**Power grid**

The bar under the picture is 10 µm long. Pins as bars on the die edge.
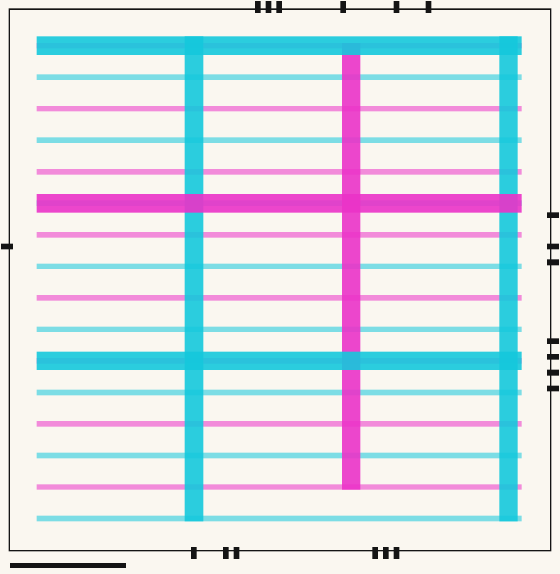
**Wiring by layer**

The bar under the picture is 10 µm long. Only two layers are drawn.
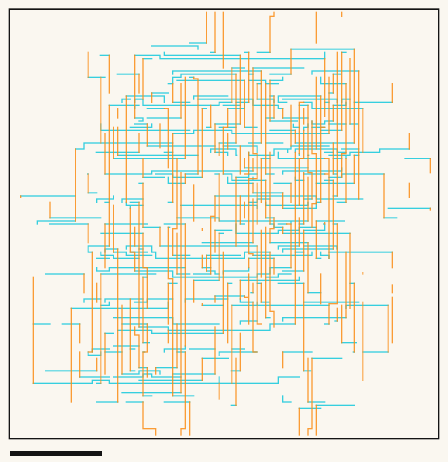
**M2 wires**

The bar under the picture is 10 µm long.
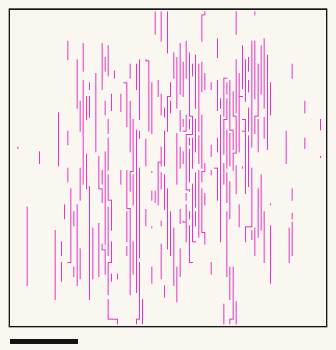
`config.mk`:
```
export PLATFORM = sky130hd
export DESIGN_NAME = updown_trace_decoder
export DESIGN_NICKNAME = d
export VERILOG_FILES = /design/src/rtl/updown_trace_decoder.sv
export SDC_FILE = /design/constraint.sdc
export NUM_CORES = 1
export LEC_CHECK = 0
export CAP_MARGIN = 20
export CORE_MARGIN = 2
export CORE_UTILIZATION = 48
export CTS_CLUSTER_DIAMETER = 60
export DETAILED_ROUTE_END_ITERATION = 10
export HOLD_SLACK_MARGIN = 0.15
export PLACE_DENSITY = 0.85
export SETUP_SLACK_MARGIN = 0.3
export SLEW_MARGIN = 15
export SYNTH_ARGS = -nofsm -noshare
export SYNTH_HDL_FRONTEND = slang
export SYNTH_SLANG_ARGS = --single-unit
```
`constraint.sdc`:
```
create_clock -name clk_i -period 1.9 [get_ports clk_i]
set_input_delay 0.285 -clock clk_i [delete_from_list [all_inputs] [get_ports clk_i]]
set_output_delay 0.285 -clock clk_i [all_outputs]
set_load 0.02 [all_outputs]
```
`src/rtl/updown_trace_decoder.sv`:
```
// rtl/updown_trace_decoder.sv - recovers up/down direction from an observed counter state trace
module updown_trace_decoder #(
    parameter int WIDTH = 2,
    parameter int RUNW  = 8
) (
    input  logic             clk_i,
    input  logic             reset_i,
    input  logic             q_valid_i,
    input  logic [WIDTH-1:0] q_i,
    input  logic             err_clr_i,
    output logic             x_valid_o,
    output logic             x_o,
    output logic             zero_dn_o,
    output logic             dir_change_o,
    output logic [RUNW-1:0]  run_len_o,
    output logic             err_o,
    output logic             err_sticky_o
);

    localparam logic [0:0]       ST_EMPTY = 1'b0;
    localparam logic [0:0]       ST_TRACK = 1'b1;
    localparam logic [WIDTH-1:0] DELTA_UP = WIDTH'(1);
    localparam logic [WIDTH-1:0] DELTA_DN = '1;
    localparam logic [WIDTH-1:0] Q_ONE    = WIDTH'(1);
    localparam logic [WIDTH-1:0] Q_ZERO   = '0;
    localparam logic [RUNW-1:0]  RUN_ONE  = RUNW'(1);
    localparam logic [RUNW-1:0]  RUN_MAX  = '1;

    logic [0:0]       state_q, state_d;
    logic [WIDTH-1:0] prev_q, prev_d;
    logic             x_valid_q, x_valid_d;
    logic             x_q, x_d;
    logic             zero_dn_q, zero_dn_d;
    logic             dir_change_q, dir_change_d;
    logic [RUNW-1:0]  run_len_q, run_len_d;
    logic             err_q, err_d;
    logic             err_sticky_q, err_sticky_d;
    logic             last_valid_q, last_valid_d;
    logic             last_dir_q, last_dir_d;

    logic [WIDTH-1:0] delta;
    logic             step_up;
    logic             step_dn;

    // Classify the step against the stored reference; modular subtraction makes wraps legal steps.
    always_comb begin
        delta   = q_i - prev_q;
        step_up = (delta == DELTA_UP);
        step_dn = (delta == DELTA_DN);
    end

    // Next-state decode: pulses default low, levels and history hold unless a sample arrives.
    always_comb begin
        state_d      = state_q;
        prev_d       = prev_q;
        x_valid_d    = 1'b0;
        x_d          = x_q;
        zero_dn_d    = 1'b0;
        dir_change_d = 1'b0;
        run_len_d    = run_len_q;
        err_d        = 1'b0;
        last_valid_d = last_valid_q;
        last_dir_d   = last_dir_q;
        if (q_valid_i) begin
            prev_d = q_i;
            if (state_q == ST_EMPTY) begin
                state_d = ST_TRACK;
            end else if (step_up || step_dn) begin
                x_valid_d    = 1'b1;
                x_d          = step_dn;
                zero_dn_d    = step_dn && (prev_q == Q_ONE) && (q_i == Q_ZERO);
                last_valid_d = 1'b1;
                last_dir_d   = step_dn;
                if (last_valid_q && (last_dir_q == step_dn)) begin
                    run_len_d = (run_len_q == RUN_MAX) ? RUN_MAX : run_len_q + RUN_ONE;
                end else begin
                    run_len_d    = RUN_ONE;
                    dir_change_d = last_valid_q;
                end
            end else begin
                // Hold or jump: the new sample becomes the resync reference.
                err_d        = 1'b1;
                run_len_d    = '0;
                last_valid_d = 1'b0;
            end
        end
        // A fresh error outranks a clear in the same cycle.
        err_sticky_d = err_d | (err_sticky_q & ~err_clr_i);
    end

    // Register all state and outputs; synchronous reset returns to EMPTY with everything cleared.
    always_ff @(posedge clk_i) begin
        if (reset_i) begin
            state_q      <= ST_EMPTY;
            prev_q       <= '0;
            x_valid_q    <= 1'b0;
            x_q          <= 1'b0;
            zero_dn_q    <= 1'b0;
            dir_change_q <= 1'b0;
            run_len_q    <= '0;
            err_q        <= 1'b0;
            err_sticky_q <= 1'b0;
            last_valid_q <= 1'b0;
            last_dir_q   <= 1'b0;
        end else begin
            state_q      <= state_d;
            prev_q       <= prev_d;
            x_valid_q    <= x_valid_d;
            x_q          <= x_d;
            zero_dn_q    <= zero_dn_d;
            dir_change_q <= dir_change_d;
            run_len_q    <= run_len_d;
            err_q        <= err_d;
            err_sticky_q <= err_sticky_d;
            last_valid_q <= last_valid_d;
            last_dir_q   <= last_dir_d;
        end
    end

    assign x_valid_o    = x_valid_q;
    assign x_o          = x_q;
    assign zero_dn_o    = zero_dn_q;
    assign dir_change_o = dir_change_q;
    assign run_len_o    = run_len_q;
    assign err_o        = err_q;
    assign err_sticky_o = err_sticky_q;

endmodule

```
==> reports/results.ini <==
[outcome]
run_status=complete, no violations

[power]
p_int_mw=0.580
leakagePower_nw=0.564

[clock_tree]
cts-buffers-inserted=3
ctsHtreeMaxLevel=1
clock_tree.root_cell=sky130_fd_sc_hd__clkbuf_4
cts.clk_slew.worst_paths_ns=0.10

[detailed_routing]
vias=876
detail_route.drc_violations=0
drtPass1Iterations=4

[final_layout]
layout.cells.most_common_list=sky130_fd_sc_hd__dfxtp_1, sky130_fd_sc_hd__buf_4, sky130_fd_sc_hd__nor2_1
synthToLayoutAreaGrowth_pct=46.3
postLayoutCellArea_um2=1270
final_cell_count_without_fillers=155
num-nets-final=139

[synth]
synth_flops=18
seq_area_frac_synth_pct=41.4
synth.avg_cell_area_um2=8.98
logic_family=simple AND/OR/NAND/NOR gates
count_of_instantiated_cells_in_the_yosys_netlist=97
synth_nets=105
count_of_library_flops_with_an_enable_pin=0

[timing]
finalCritPeriodShare_pct=85.1
final-max-slew-violation-count=0
worst_slack_ns=0.283

[floorplan]
floorplan.die_area_um2=2170
initial_utilization_pct=51.0
pin_count=20

[grt]
grt.overflow.total=0
grt_antenna_before_repair=0

[placed_design]
dp_hpwl_mm=1.46
place_worst_setup_slack_ns=-0.168
port_buffers=19

Notes on 'power grid' above:
[magenta] VDD
[cyan] VSS
met1 rails: 16
signal pins: 20
rows: 15

Notes on 'wiring by layer' above:
[orange] met2 | wire length: 1040 µm
[cyan] met1 | wire length: 979 µm

Notes on 'M2 wires' above:
nets with wire on the layer: 120
main direction: vertical
share of all routed wire: 49%

power groups by stage:
stage | sequential [mW] | combinational [mW] | clock, mW
6_report | 0.398 | 0.145 | 0.239
5_1_grt | 0.400 | 0.156 | 0.259
4_1_cts | 0.398 | 0.144 | 0.242
3_5_place_dp | 0.405 | 0.124 | 0
3_3_place_gp | 0.405 | 0.121 | 0
2_1_floorplan | 0.408 | 0.0617 | 0
worst max-delay path, delay by kind of cell (launching register included):
family | cells | cell delay [ns]
buffers and inverters | 1 | 0.17
AND/OR/NAND/NOR | 1 | 0.15
XOR/XNOR | 2 | 0.77
AND-OR/OR-AND | 1 | 0.10
flip-flops | 1 | 0.36
cell usage after synthesis, drive strengths merged (2+ instances only):
cell type / n / area share (%)
a31oi: 4 / 2.9
nand2: 8 / 3.4
nand3: 5 / 2.9
nor2: 9 / 3.9
inv: 6 / 2.6
ha: 2 / 2.9
nand4: 2 / 1.4
dfxtp: 18 / 41
a21oi: 8 / 4.6
o211ai: 4 / 3.4
o21ai: 2 / 1.1
clkbuf: 2 / 0.86
nor3: 4 / 2.3
mux2i: 2 / 2.3
xnor2: 3 / 5.2
and3: 4 / 2.9
path summary, 6_finish.rpt:
check	startpoint	end	slack, ns	cells past startpoint
setup / recovery	prev_q[1]$_SDFFE_PP0P_	run_len_o[4]$_SDFFE_PP0P_	0.28	5
hold / removal	q_i[1]	prev_q[1]$_SDFFE_PP0P_	0.40	4
setup reg to reg	prev_q[1]$_SDFFE_PP0P_	run_len_o[4]$_SDFFE_PP0P_	0.28	5
hold reg to reg	last_valid_q$_SDFFE_PP0P_	dir_change_o$_SDFF_PP0_	0.49	2
routing by layer:
| layer | track usage [%] | vias up | share of wire [%] |
|---|---|---|---|
| met5 | 0 | - | 0 |
| met4 | 8.00 | 0 | 2.2 |
| met3 | 5.10 | 7 | 3.2 |
| met2 | 37.5 | 17 | 49 |
| met1 | 31.3 | 426 | 46 |
| li1 | - | 426 | - |
sequential cells by signal (all words and copies together), names as in the netlist:
register      flops
dir_change_o      1
err_o             1
err_sticky_o      1
last_dir_q        1
last_valid_q      1
prev_q            2
run_len_o         8
state_q           1
x_valid_o         1
zero_dn_o         1
area by class of cell:
| class | count | area [µm²] | area share (%) |
|---|---|---|---|
| Clock buffer | 4 | 36.3 | 2.85 |
| Inverter | 6 | 22.5 | 1.77 |
| Tap cell | 25 | 31.3 | 2.46 |
| Multi-Input combinational cell | 70 | 524 | 41.2 |
| Timing Repair Buffer | 32 | 293 | 23.0 |
| Sequential cell | 18 | 367 | 28.8 |
kinds of logic (layout without fill, tap and decap cells):
| logic type | Yosys count | after routing |
|---|---|---|
| DFF | 18 | 18 |
| adders and majority gates | 2 | 2 |
| buffers and inverters | 9 | 42 |
| muxes | 2 | 2 |
| xor gates and xnor gates | 5 | 5 |
| and+or+nand+nor | 37 | 37 |
| AOI/OAI and AO/OA | 24 | 24 |
repair_timing:
item | 4_1_cts | 5_1_grt
endpoints found under the setup margin | 17 | 11
buffers inserted | 1 | 0
gates cloned | 0 | 0
pin swaps | 14 | 3
resized | 18 | 7
No activity file was given, so power comes from the tool's default toggle rates.
